### src/rtl/avalon_st_pkt_arbiter.sv
// Packet-atomic round-robin arbiter sharing one Avalon-ST path between sources.
// Ports: clk/rst, per-source in_* bundles, registered out_* stage, grant_idx/busy, sticky err_*.
module avalon_st_pkt_arbiter #(
    parameter int NUM_SRC = 2,
    parameter int DATA_W  = 32,
    parameter int EMPTY_W = 2
) (
    input  logic                         clk,
    input  logic                         rst,
    input  logic [NUM_SRC*DATA_W-1:0]    in_data,
    input  logic [NUM_SRC-1:0]           in_valid,
    output logic [NUM_SRC-1:0]           in_ready,
    input  logic [NUM_SRC-1:0]           in_sop,
    input  logic [NUM_SRC-1:0]           in_eop,
    input  logic [NUM_SRC*EMPTY_W-1:0]   in_empty,
    output logic [DATA_W-1:0]            out_data,
    output logic                         out_valid,
    input  logic                         out_ready,
    output logic                         out_sop,
    output logic                         out_eop,
    output logic [EMPTY_W-1:0]           out_empty,
    output logic [$clog2(NUM_SRC)-1:0]   grant_idx,
    output logic                         busy,
    output logic                         err_no_sop,
    output logic                         err_sop
);

    localparam int IDX_W = $clog2(NUM_SRC);

    typedef enum logic {
        IDLE   = 1'b0,
        LOCKED = 1'b1
    } state_t;

    state_t               state_q, state_d;
    logic [IDX_W-1:0]     rr_ptr_q, rr_ptr_d;
    logic [IDX_W-1:0]     grant_q, grant_d;
    logic                 first_q, first_d;
    logic [DATA_W-1:0]    out_data_q, out_data_d;
    logic                 out_valid_q, out_valid_d;
    logic                 out_sop_q, out_sop_d;
    logic                 out_eop_q, out_eop_d;
    logic [EMPTY_W-1:0]   out_empty_q, out_empty_d;
    logic                 err_no_sop_q, err_no_sop_d;
    logic                 err_sop_q, err_sop_d;

    logic                 found;
    logic [IDX_W-1:0]     pick;
    logic [IDX_W-1:0]     cand;
    logic                 stage_free;
    logic                 accept;
    logic [DATA_W-1:0]    g_data;
    logic                 g_sop;
    logic                 g_eop;
    logic [EMPTY_W-1:0]   g_empty;

    // First valid source at or after rr_ptr, wrapping modulo NUM_SRC.
    always_comb begin
        found = 1'b0;
        pick  = '0;
        cand  = '0;
        for (int k = 0; k < NUM_SRC; k++) begin
            cand = IDX_W'((int'(rr_ptr_q) + k) % NUM_SRC);
            if (!found && in_valid[cand]) begin
                found = 1'b1;
                pick  = cand;
            end
        end
    end

    always_comb begin
        g_data  = in_data[int'(grant_q)*DATA_W +: DATA_W];
        g_empty = in_empty[int'(grant_q)*EMPTY_W +: EMPTY_W];
        g_sop   = in_sop[grant_q];
        g_eop   = in_eop[grant_q];
    end

    assign stage_free = !out_valid_q || out_ready;

    always_comb begin
        in_ready = '0;
        if (state_q == LOCKED && stage_free) begin
            in_ready[grant_q] = 1'b1;
        end
    end

    assign accept = in_ready[grant_q] && in_valid[grant_q];

    always_comb begin
        state_d      = state_q;
        rr_ptr_d     = rr_ptr_q;
        grant_d      = grant_q;
        first_d      = first_q;
        out_data_d   = out_data_q;
        out_valid_d  = out_valid_q;
        out_sop_d    = out_sop_q;
        out_eop_d    = out_eop_q;
        out_empty_d  = out_empty_q;
        err_no_sop_d = err_no_sop_q;
        err_sop_d    = err_sop_q;

        // Drain first; a same-cycle accept refills the stage below.
        if (out_valid_q && out_ready) begin
            out_valid_d = 1'b0;
        end

        unique case (state_q)
            IDLE: begin
                if (found) begin
                    grant_d = pick;
                    state_d = LOCKED;
                    first_d = 1'b1;
                    if (!in_sop[pick]) begin
                        err_no_sop_d = 1'b1;
                    end
                end
            end
            LOCKED: begin
                if (accept) begin
                    out_valid_d = 1'b1;
                    out_data_d  = g_data;
                    out_sop_d   = g_sop;
                    out_eop_d   = g_eop;
                    out_empty_d = g_empty;
                    first_d     = 1'b0;
                    if (g_sop && !first_q) begin
                        err_sop_d = 1'b1;
                    end
                    if (g_eop) begin
                        state_d = IDLE;
                        if (int'(grant_q) == NUM_SRC - 1) begin
                            rr_ptr_d = '0;
                        end else begin
                            rr_ptr_d = grant_q + 1'b1;
                        end
                    end
                end
            end
            default: state_d = IDLE;
        endcase
    end

    always_ff @(posedge clk) begin
        if (rst) begin
            state_q      <= IDLE;
            rr_ptr_q     <= '0;
            grant_q      <= '0;
            first_q      <= 1'b0;
            out_data_q   <= '0;
            out_valid_q  <= 1'b0;
            out_sop_q    <= 1'b0;
            out_eop_q    <= 1'b0;
            out_empty_q  <= '0;
            err_no_sop_q <= 1'b0;
            err_sop_q    <= 1'b0;
        end else begin
            state_q      <= state_d;
            rr_ptr_q     <= rr_ptr_d;
            grant_q      <= grant_d;
            first_q      <= first_d;
            out_data_q   <= out_data_d;
            out_valid_q  <= out_valid_d;
            out_sop_q    <= out_sop_d;
            out_eop_q    <= out_eop_d;
            out_empty_q  <= out_empty_d;
            err_no_sop_q <= err_no_sop_d;
            err_sop_q    <= err_sop_d;
        end
    end

    assign out_data   = out_data_q;
    assign out_valid  = out_valid_q;
    assign out_sop    = out_sop_q;
    assign out_eop    = out_eop_q;
    assign out_empty  = out_empty_q;
    assign grant_idx  = grant_q;
    assign busy       = (state_q == LOCKED);
    assign err_no_sop = err_no_sop_q;
    assign err_sop    = err_sop_q;

endmodule

### config.mk
export PLATFORM = sky130hd
export DESIGN_NAME = avalon_st_pkt_arbiter
export DESIGN_NICKNAME = d
export VERILOG_FILES = /design/src/rtl/avalon_st_pkt_arbiter.sv
export SDC_FILE = /design/constraint.sdc
export NUM_CORES = 1
export LEC_CHECK = 0
export ABC_AREA = 0
export CAP_MARGIN = 30
export CORE_ASPECT_RATIO = 1.1
export CORE_UTILIZATION = 35
export DETAILED_ROUTE_END_ITERATION = 12
export PLACE_DENSITY = 0.86
export SKIP_CTS_REPAIR_TIMING = 1
export SYNTH_ARGS = -nofsm -noshare
export SYNTH_HDL_FRONTEND = slang
export SYNTH_SLANG_ARGS = --single-unit
### constraint.sdc
create_clock -name clk -period 1.7 [get_ports clk]
set_clock_uncertainty 0.2 [all_clocks]
set_input_delay 0.34 -clock clk [delete_from_list [all_inputs] [get_ports clk]]
set_output_delay 0.34 -clock clk [all_outputs]
set_load 0.02 [all_outputs]
==> ci_impl_report.md, run 1 <==
## Implementation flow summary

| Metric | Value |
|---|---|
| # setup viols final | `0` |
| Dominant register cell | `dfxtp_1` |
| Switch Pwr | `0.8140 mW` |
| ANT cells | `0` |
| Synth Seq Share | `0.4078` |
| Clock network power | `0.706 mW` |
| Met2 wire len | `3.272 mm` |
| Largest net degree at the start of global routing | `27` |
| Syn nets | `289` |
| Run status | `finished, final reports clean` |
| Met3 Routed Length | `374 µm` |
| EDFF count, synth | `0` |
| Max-cap violations | `0` |
| Slew headroom | `0.7830` |
| IO Pins | `120` |
| Leak pwr | `1.923 nW` |
| Synth mux share | `0.1731` |
| DP Cell Count | `400` |
| Combinational share of power | `0.332` |
| Combinational Power | `0.922 mW` |
| Ys cells | `212` |
| Largest register FFs | `32` |
| Simple share | `0.06165` |
| Num rows | `29` |
| Startpoint types | `input pin` |
| Combinational share of cell area | `0.3102` |
| Final Hold Fails | `0` |
| Worst path cell trace | `clkdlybuf4s50_1, mux2_4, and3_4, buf_12, a311oi_1` |
| Global-route wire length before repair | `10.18 mm` |
| Dominant kind of cell by area | `non-clock buffers` |
| Critical path endpoint category | `flop` |
| Critical R2R Capture | `out_eop$_SDFFE_PP0P_` |
| GR Layer Usage met3 | `0.04918` |
| Max-area cell share | `0.4078` |
| Number of DRC markers in iteration 0 | `83` |
| Final cell count without fillers | `409` |
| Worst reg2reg startpoint | `grant_idx$_SDFFE_PP0P_` |
| Register share of total power | `0.414` |
| Vias per cell | `5.269` |
| Final setup TNS | `0 ns` |
| Required @ worst endpoint | `1.69 ns` |
| Clock transition at the registers of the reported paths | `0.08 ns` |
| Worst setup path endpoint | `out_eop$_SDFFE_PP0P_` |
| Pwr top | `sequential cells` |
| Least-Margin Pin Slew | `0.3255 ns` |
| Power Internal | `1.966 mW` |
| Busiest grt layer | `met2` |
| Mean Syn Cell Area | `9.956 µm²` |
| Logic area | `1156 µm²` |
| Final HPWL from detailed placement | `4.524 mm` |
| Pwr/cell area | `745.7 nW/µm²` |
| Commonest Layout Cell | `clkdlybuf4s50_1` |
| Pre-CTS setup slack | `-0.5626 ns` |
| HP Class | `input pin to flop` |
| Comb_multi_in | `138` |
| Num CTS Buffers | `5` |
| Met1 global-route usage | `0.2140` |
| Synth unique cells | `30` |
| Buffering overhead | `0.4021` |
| Cell type with the largest total area | `dfxtp_1` |
| Area Overhead vs Synth | `76.59%` |
| Tool Warnings | `26` |
| Mapped Cells | `212` |
| Final Core Density | `0.6420` |
| FP Util | `0.3636` |
| Flops | `43` |
| Max Used Layer | `met4` |
| Inverter count | `3` |
| Cell area after placement | `3463 µm²` |
| Critical-path maximum fanout | `10` |
| Leading post-synthesis cells by cell area | `dfxtp_1 (41%), mux2i_1 (17%), a31oi_1 (11%)` |
| Root buffer cell | `clkbuf_8` |
| DRC Markers | `0` |
| IR drop worst, VDD | `0.3714 mV` |
| Seq group | `1.15 mW` |
| Port bufs | `119` |
| Most common cell in the synthesized netlist | `dfxtp_1` |
| Worst r2r path cells | `4` |
Run 1, wiring heat map:
Scale: 3 px per µm. The die is cut into 15 by 17 equal tiles; dark purple is low, yellow is high, scaled to the fullest tile. Values are wire area over tile area, all layers added.
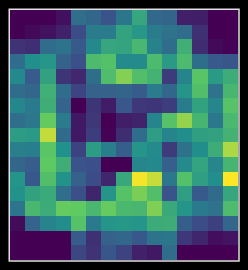
mean over tiles	0.16
nearly empty tiles	10%
fullest tile	0.41
tiles over half the peak	34%

Run 1, zoomed window:
Window x 23 to 53, y 27 to 57 µm. Cells in gray, sequential cells in the stronger gray; small squares are vias.
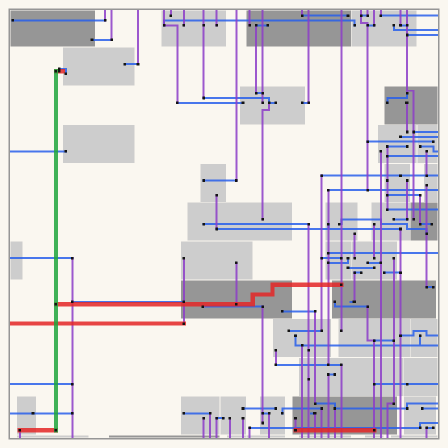
layer	color
metal 2	purple
metal 4	green
metal 1	blue
metal 3	red
most frequent	dfxtp_1 (5), clkbuf_8 (4), a211oi_2 (3)
netlist names of flops here include	`out_data` (2)
cells with their middle in the window	29
sequential cells in the window	6

Run 1, wiring by layer:
Scale: 4 px per µm. Two of the layers only.
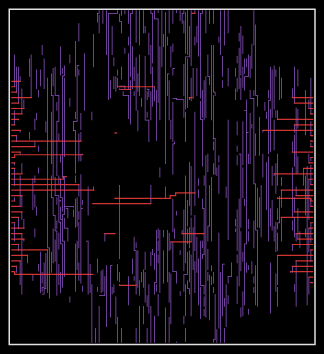
layer	color	wire length
metal 2	purple	3270 µm
metal 3	red	375 µm
GR Util All Layers: 0.1961
Routed WL: 6.191 mm
routed len/inst: 15.14 µm
Vias: 2155

Run 1, gate families picked out:
Scale: 4 px per µm.
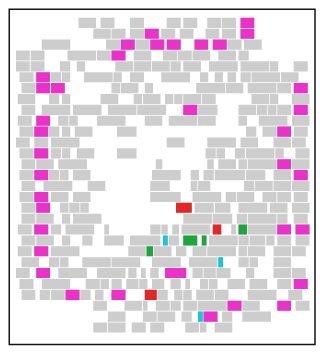
family	color	cells
multiplexers	magenta	36
inverters	cyan	3
AND and OR gates	red	3
NOR gates	green	4

==> run 1 -> run 2 <==
--- a/config.mk
+++ b/config.mk
@@ -7,7 +7,7 @@
 export LEC_CHECK = 0
 export ABC_AREA = 0
 export CAP_MARGIN = 30
-export CORE_ASPECT_RATIO = 1.1
+export CORE_MARGIN = 2
 export CORE_UTILIZATION = 35
 export DETAILED_ROUTE_END_ITERATION = 12
 export PLACE_DENSITY = 0.86
Run 2, wiring by layer:
Scale: 4 px per µm. Two of the layers only.
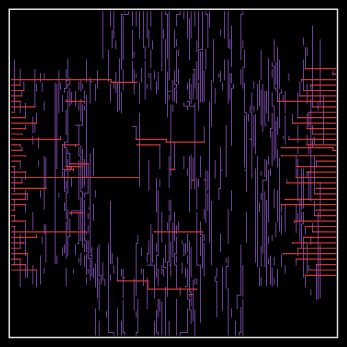
layer	color	wire length
metal 2	purple	2980 µm
metal 3	red	607 µm
routed len/inst: 15.20 µm
GR Util All Layers: 0.1824

Run 2, zoomed window:
Window x 26 to 56, y 26 to 56 µm. Cells in gray, sequential cells in the stronger gray; small squares are vias.
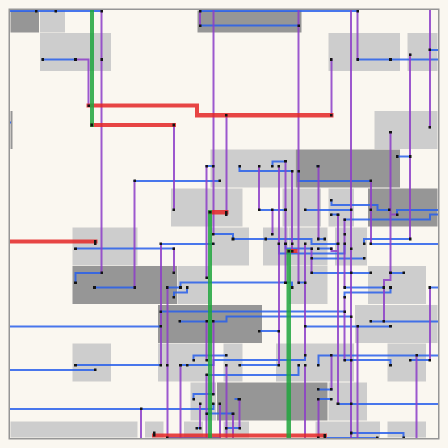
layer	color
metal 2	purple
metal 3	red
metal 1	blue
metal 4	green
most frequent	buf_4 (6), dfxtp_1 (5), clkbuf_8 (3)
cells with their middle in the window	30
sequential cells in the window	6

==> run 2 against run 1 <==
Effect of this change:
- the flow now finishes with violations (setup timing)
- first-iteration DRC count shrank 22%
- largest cell class unchanged
- via count rose by 0.46%
- flip-flop count unchanged
==> ci_impl_report.md, run 2 <==
## Implementation flow summary

| Metric | Value |
|---|---|
| Adder Share, Synth | `0` |
| Final Max Slew Viols | `0` |
| Largest net degree at the start of global routing | `41 (+52%)` |
| Combinational Power | `0.898 mW (-2.6%)` |
| Largest register FFs | `32 (unchanged)` |
| Post-synth regs | `43` |
| Clock transition at the registers of the reported paths | `0.08 ns (about the same)` |
| FP Util | `0.3586 (-0.004947)` |
| # setup viols final | `41 (+41)` |
| Critical R2R Capture | `out_data[6]$_SDFFE_PP0P_` |
| Ys cells | `212 (unchanged)` |
| Tool Warnings | `27 (+3.8%)` |
| Required @ worst endpoint | `1.16 ns (-0.53 ns)` |
| Simple share | `0.06165 (unchanged)` |
| Post-layout min period | `1.805 ns` |
| Pwr/cell area | `773.4 nW/µm² (+3.7%)` |
| Final Hold Fails | `0 (unchanged)` |
| Worst setup path endpoint | `in_ready[0]` |
| Met3 Routed Length | `607 µm (+62%)` |
| Area Overhead vs Synth | `74.33%` |
| Mean Syn Cell Area | `9.956 µm² (unchanged)` |
| Busiest grt layer | `met2` |
| XOR-XNOR Cells, Area Fraction | `0` |
| IO Pins | `120 (unchanged)` |
| Worst path cell trace | `clkdlybuf4s50_1, nand2b_4, nand2_1, nor2_2, buf_4` |
| Hold Startpoint | `rst` |
| Seq group | `1.15 mW (about the same)` |
| Failing checks | `setup timing` |
| Pre-CTS setup slack | `-0.5002 ns (+0.06236 ns)` |
| Register share of total power | `0.404 (-0.010)` |
| Root buffer cell | `clkbuf_8` |
| Met2 Use GR | `0.3230` |
| Synth mux share | `0.1731 (unchanged)` |
| Buffering overhead | `0.3985 (-0.003645)` |
| Leading post-synthesis cells by cell area | `dfxtp_1 (41%), mux2i_1 (17%), a31oi_1 (11%)` |
| Met1 global-route usage | `0.2054 (-0.008619)` |
| EDFF count, synth | `0 (unchanged)` |
| GR Layer Usage met3 | `0.05604 (+0.006864)` |
| Num CTS Buffers | `5 (unchanged)` |
| Vias per cell | `5.333 (+1.2%)` |
| Final cell count without fillers | `406 (-0.73%)` |
| Dominant kind of cell by area | `non-clock buffers` |
| Clkbuf count | `5` |
| Die width | `81.66 µm` |
| Power Internal | `2.018 mW (+2.7%)` |
| Inverter count | `3 (unchanged)` |
| Syn nets | `289 (unchanged)` |
| Logic area | `1134 µm² (-1.9%)` |
| Max-area cell share | `0.4078 (unchanged)` |
| Signal buffers | `139` |
| Nets@finish | `407` |
| Synth unique cells | `30 (unchanged)` |
| Final WS setup | `-0.1049 ns` |
| Critical-path maximum fanout | `3 (-7)` |
| ANT cells | `0 (unchanged)` |
| Routed WL | `6.173 mm (-0.29%)` |
| Clock network power | `0.797 mW (+13%)` |
| Comb_multi_in | `138 (unchanged)` |
| CP delay by family, top | `buffers and inverters` |
| Combinational share of power | `0.316 (-0.016)` |
| Clk tree area frac | `0.03060` |
| Cell area after placement | `3435 µm² (-0.83%)` |
| Least-Margin Pin Slew | `0.3344 ns (+0.008970 ns)` |
| Max-cap violations | `0 (unchanged)` |
| Cell type with the largest total area | `dfxtp_1` |
| Final Core Density | `0.6252 (-0.01681)` |
| Reg area | `862.1 µm²` |
| Dominant register cell | `dfxtp_1` |
| Num rows | `28 (-3.4%)` |
| Vias | `2165 (+0.46%)` |
| Clock share of power | `0.280` |
| Critical path endpoint category | `output port` |
| DP Cell Count | `398 (-0.50%)` |
| Switch Pwr | `0.8280 mW (+1.7%)` |
| DRC Markers | `0 (unchanged)` |
| Met2 wire len | `2.984 mm (-8.8%)` |
| Pwr top | `sequential cells` |
| Leak pwr | `1.911 nW (-0.61%)` |
| Max Used Layer | `met4` |
| Worst r2r path cells | `4 (unchanged)` |
| Final HPWL from detailed placement | `4.494 mm (-0.67%)` |
| HP Class | `input pin to flop` |
| Run status | `complete, but fails checks` |
| Most common cell in the synthesized netlist | `dfxtp_1` |
| Final setup TNS | `-2.023 ns (-2.023 ns)` |
| IR drop worst, VDD | `0.4139 mV (+11%)` |
| Slew headroom | `0.7707 (-0.01236)` |
| Final Power | `2.846 mW` |
| Flops | `43 (unchanged)` |
| Most frequent cells in the layout | `clkdlybuf4s50_1 (75), dfxtp_1 (42), dlymetal6s2s_1 (41)` |
| Number of DRC markers in iteration 0 | `65 (-22%)` |
| Worst reg2reg startpoint | `grant_idx$_SDFFE_PP0P_` |
| Startpoint types | `input pin` |
| Synth Seq Share | `0.4078 (unchanged)` |
| Commonest Layout Cell | `clkdlybuf4s50_1` |
| Combinational share of cell area | `0.3081 (-0.002113)` |
| Mapped Cells | `212 (unchanged)` |
| Port bufs | `119 (unchanged)` |
| Global-route wire length before repair | `9.542 mm (-6.2%)` |
==> run 2 -> run 3 <==
--- a/config.mk
+++ b/config.mk
@@ -6,11 +6,12 @@
 export NUM_CORES = 1
 export LEC_CHECK = 0
 export ABC_AREA = 0
+export ABC_CLOCK_PERIOD_IN_PS = 1700
 export CAP_MARGIN = 30
 export CORE_MARGIN = 2
 export CORE_UTILIZATION = 35
 export DETAILED_ROUTE_END_ITERATION = 12
-export PLACE_DENSITY = 0.86
+export PLACE_DENSITY = 0.81
 export SKIP_CTS_REPAIR_TIMING = 1
 export SYNTH_ARGS = -nofsm -noshare
 export SYNTH_HDL_FRONTEND = slang
Run 3, placement view:
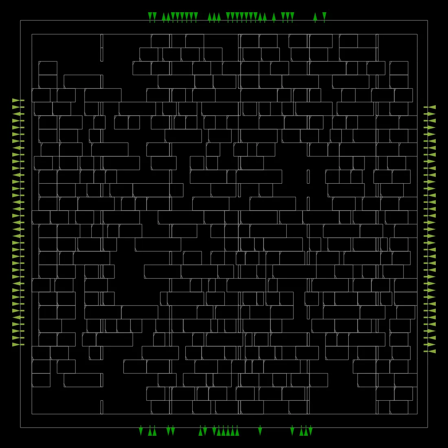
num rows: 28
final cell count without fillers: 410
sequential cell area share: 0.2301
Fillers: 510

Run 3, zoomed window:
Window x 26 to 56, y 26 to 56 µm. Cells in gray, sequential cells in the stronger gray; small squares are vias.
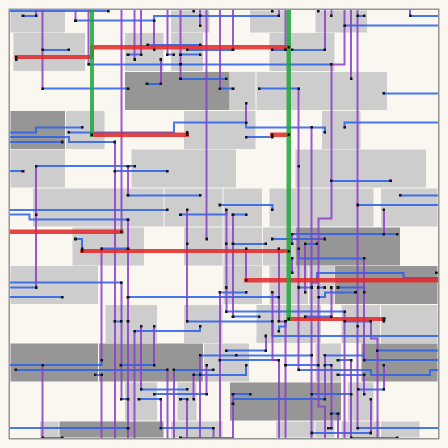

==> run 3 against run 2 <==
Effect of this change:
- the flow now finishes without violations
- setup slack better by 0.15 ns
- non-clock buffer count up 6
- worst hold slack worse by 0.036 ns
==> ci_impl_report.md, run 3 <==
## Implementation flow summary

| Metric | Value |
|---|---|
| Synth mux share | `0.1731 (unchanged)` |
| Pwr/cell area | `711.1 nW/µm² (-8.0%)` |
| Clock network power | `0.596 mW (-25%)` |
| Port bufs | `119 (unchanged)` |
| Largest net degree at the start of global routing | `41 (unchanged)` |
| Adder Share, Synth | `0 (unchanged)` |
| Mean Syn Cell Area | `9.956 µm² (unchanged)` |
| Nets@finish | `413 (+1.5%)` |
| Final setup TNS | `0 ns (+2.023 ns)` |
| ANT cells | `0 (unchanged)` |
| Busiest grt layer | `met2` |
| Number of DRC markers in iteration 0 | `122 (+88%)` |
| Clock share of power | `0.223 (-0.057)` |
| H-tree levels | `2` |
| IR drop worst, VDD | `0.2983 mV (-28%)` |
| Reg area | `867.1 µm² (+0.58%)` |
| Worst r2r path cells | `4 (unchanged)` |
| Routed len/inst | `16.83 µm (+11%)` |
| Num CTS Buffers | `5 (unchanged)` |
| Comb_multi_in | `138 (unchanged)` |
| DP Cell Count | `395 (-0.75%)` |
| Post-synth regs | `43 (unchanged)` |
| Most common cell in the synthesized netlist | `dfxtp_1` |
| XOR-XNOR Cells, Area Fraction | `0 (unchanged)` |
| Worst reg2reg startpoint | `grant_idx$_SDFFE_PP0P_` |
| Routed WL | `6.899 mm (+12%)` |
| Register share of total power | `0.429 (+0.025)` |
| Area Overhead vs Synth | `78.54%` |
| Final HPWL from detailed placement | `4.521 mm (+0.60%)` |
| Leading post-synthesis cells by cell area | `dfxtp_1 (41%), mux2i_1 (17%), a31oi_1 (11%)` |
| IO Pins | `120 (unchanged)` |
| Synth Seq Share | `0.4078 (unchanged)` |
| Run status | `finished, final reports clean` |
| Tool Warnings | `27 (unchanged)` |
| Final Hold Fails | `0 (unchanged)` |
| Switch Pwr | `0.8020 mW (-3.1%)` |
| Commonest Layout Cell | `clkdlybuf4s50_1` |
| Worst setup path endpoint | `out_eop$_SDFFE_PP0P_` |
| Vias per cell | `5.493 (+3.0%)` |
| Synth unique cells | `30 (unchanged)` |
| Critical R2R Capture | `out_eop$_SDFFE_PP0P_` |
| Die width | `81.66 µm (unchanged)` |
| Max-cap violations | `0 (unchanged)` |
| Vias | `2252 (+4.0%)` |
| HP Class | `input pin to flop` |
| Startpoint types | `flop` |
| Combinational share of power | `0.348 (+0.032)` |
| Max-area cell share | `0.4078 (unchanged)` |
| GR Util All Layers | `0.1772 (-0.005210)` |
| Hold Startpoint | `rst` |
| Met2 Use GR | `0.3393 (+0.01639)` |
| CP delay by family, top | `flip-flops` |
| Critical path endpoint category | `flop` |
| Ys cells | `212 (unchanged)` |
| Simple share | `0.06165 (unchanged)` |
| Pwr top | `sequential cells` |
| Final Max Slew Viols | `0 (unchanged)` |
| Logic area | `1117 µm² (-1.4%)` |
| Syn nets | `289 (unchanged)` |
| Post-layout min period | `1.658 ns (-0.1467 ns)` |
| Full die area | `6668 µm²` |
| Seq group | `1.15 mW (about the same)` |
| DRC Markers | `0 (unchanged)` |
| Buffering overhead | `0.4263 (+0.02779)` |
| Clkbuf count | `6 (+1)` |
| EDFF count, synth | `0 (unchanged)` |
| Clk Latency, worst-skew pair | `0.29 ns` |
| Inverter count | `3 (unchanged)` |
| Worst path cell trace | `mux2_4, and3_4, buf_12, a311oi_2` |
| YS warnings | `0` |
| Gr ovfl total | `0` |
| Required @ worst endpoint | `1.70 ns (+0.54 ns)` |
| Dominant register cell | `dfxtp_1` |
| Worst hold path cell count | `2` |
| Critical-path maximum fanout | `7 (+4)` |
| GR Layer Usage met3 | `0.05824 (+0.002198)` |
| Combinational Power | `0.933 mW (+3.9%)` |
| Root buffer cell | `clkbuf_8` |
| Switching Fraction | `0.2992` |
| Synth top cells by count | `dfxtp_1 (43), a31oi_1 (37), mux2i_1 (35), a211oi_1 (28), clkbuf_1 (15)` |
| Clk tree area frac | `0.01926 (-0.01135)` |
| Worst hold slack | `0.1794 ns` |
| Flops | `43 (unchanged)` |
| Final Power | `2.680 mW (-5.8%)` |
| Global-route wire length before repair | `9.315 mm (-2.4%)` |
| Cell type with the largest total area | `dfxtp_1` |
| Combinational share of cell area | `0.2965 (-0.01158)` |
| Peak Freq | `0.6030 GHz` |
| Leak pwr | `1.989 nW (+4.0%)` |
| Most frequent cells in the layout | `clkdlybuf4s50_1 (72), dlymetal6s2s_1 (45), dfxtp_1 (40)` |
| Largest register FFs | `32 (unchanged)` |
| Cell area after placement | `3412 µm² (-0.66%)` |
| Slew headroom | `0.8012 (+0.03052)` |
| Max Used Layer | `met4` |
| Final WS setup | `0.04175 ns (+0.1467 ns)` |
| Power Internal | `1.878 mW (-6.9%)` |
| Clock transition at the registers of the reported paths | `0.08 ns (about the same)` |
| Final Core Density | `0.6403 (+0.01509)` |
| FP Util | `0.3586 (unchanged)` |
| Met1 global-route usage | `0.1888 (-0.01666)` |
| Mapped Cells | `212 (unchanged)` |
| Signal buffers | `145 (+4.3%)` |
| Met3 Routed Length | `596 µm (-1.8%)` |
| # setup viols final | `0 (-100%)` |
| Pre-CTS setup slack | `-0.5102 ns (-0.009999 ns)` |
| Met2 wire len | `3.519 mm (+18%)` |
| Dominant kind of cell by area | `non-clock buffers` |
| Least-Margin Pin Slew | `0.2944 ns (-0.04006 ns)` |
Power is estimated from default activity; no workload was simulated.
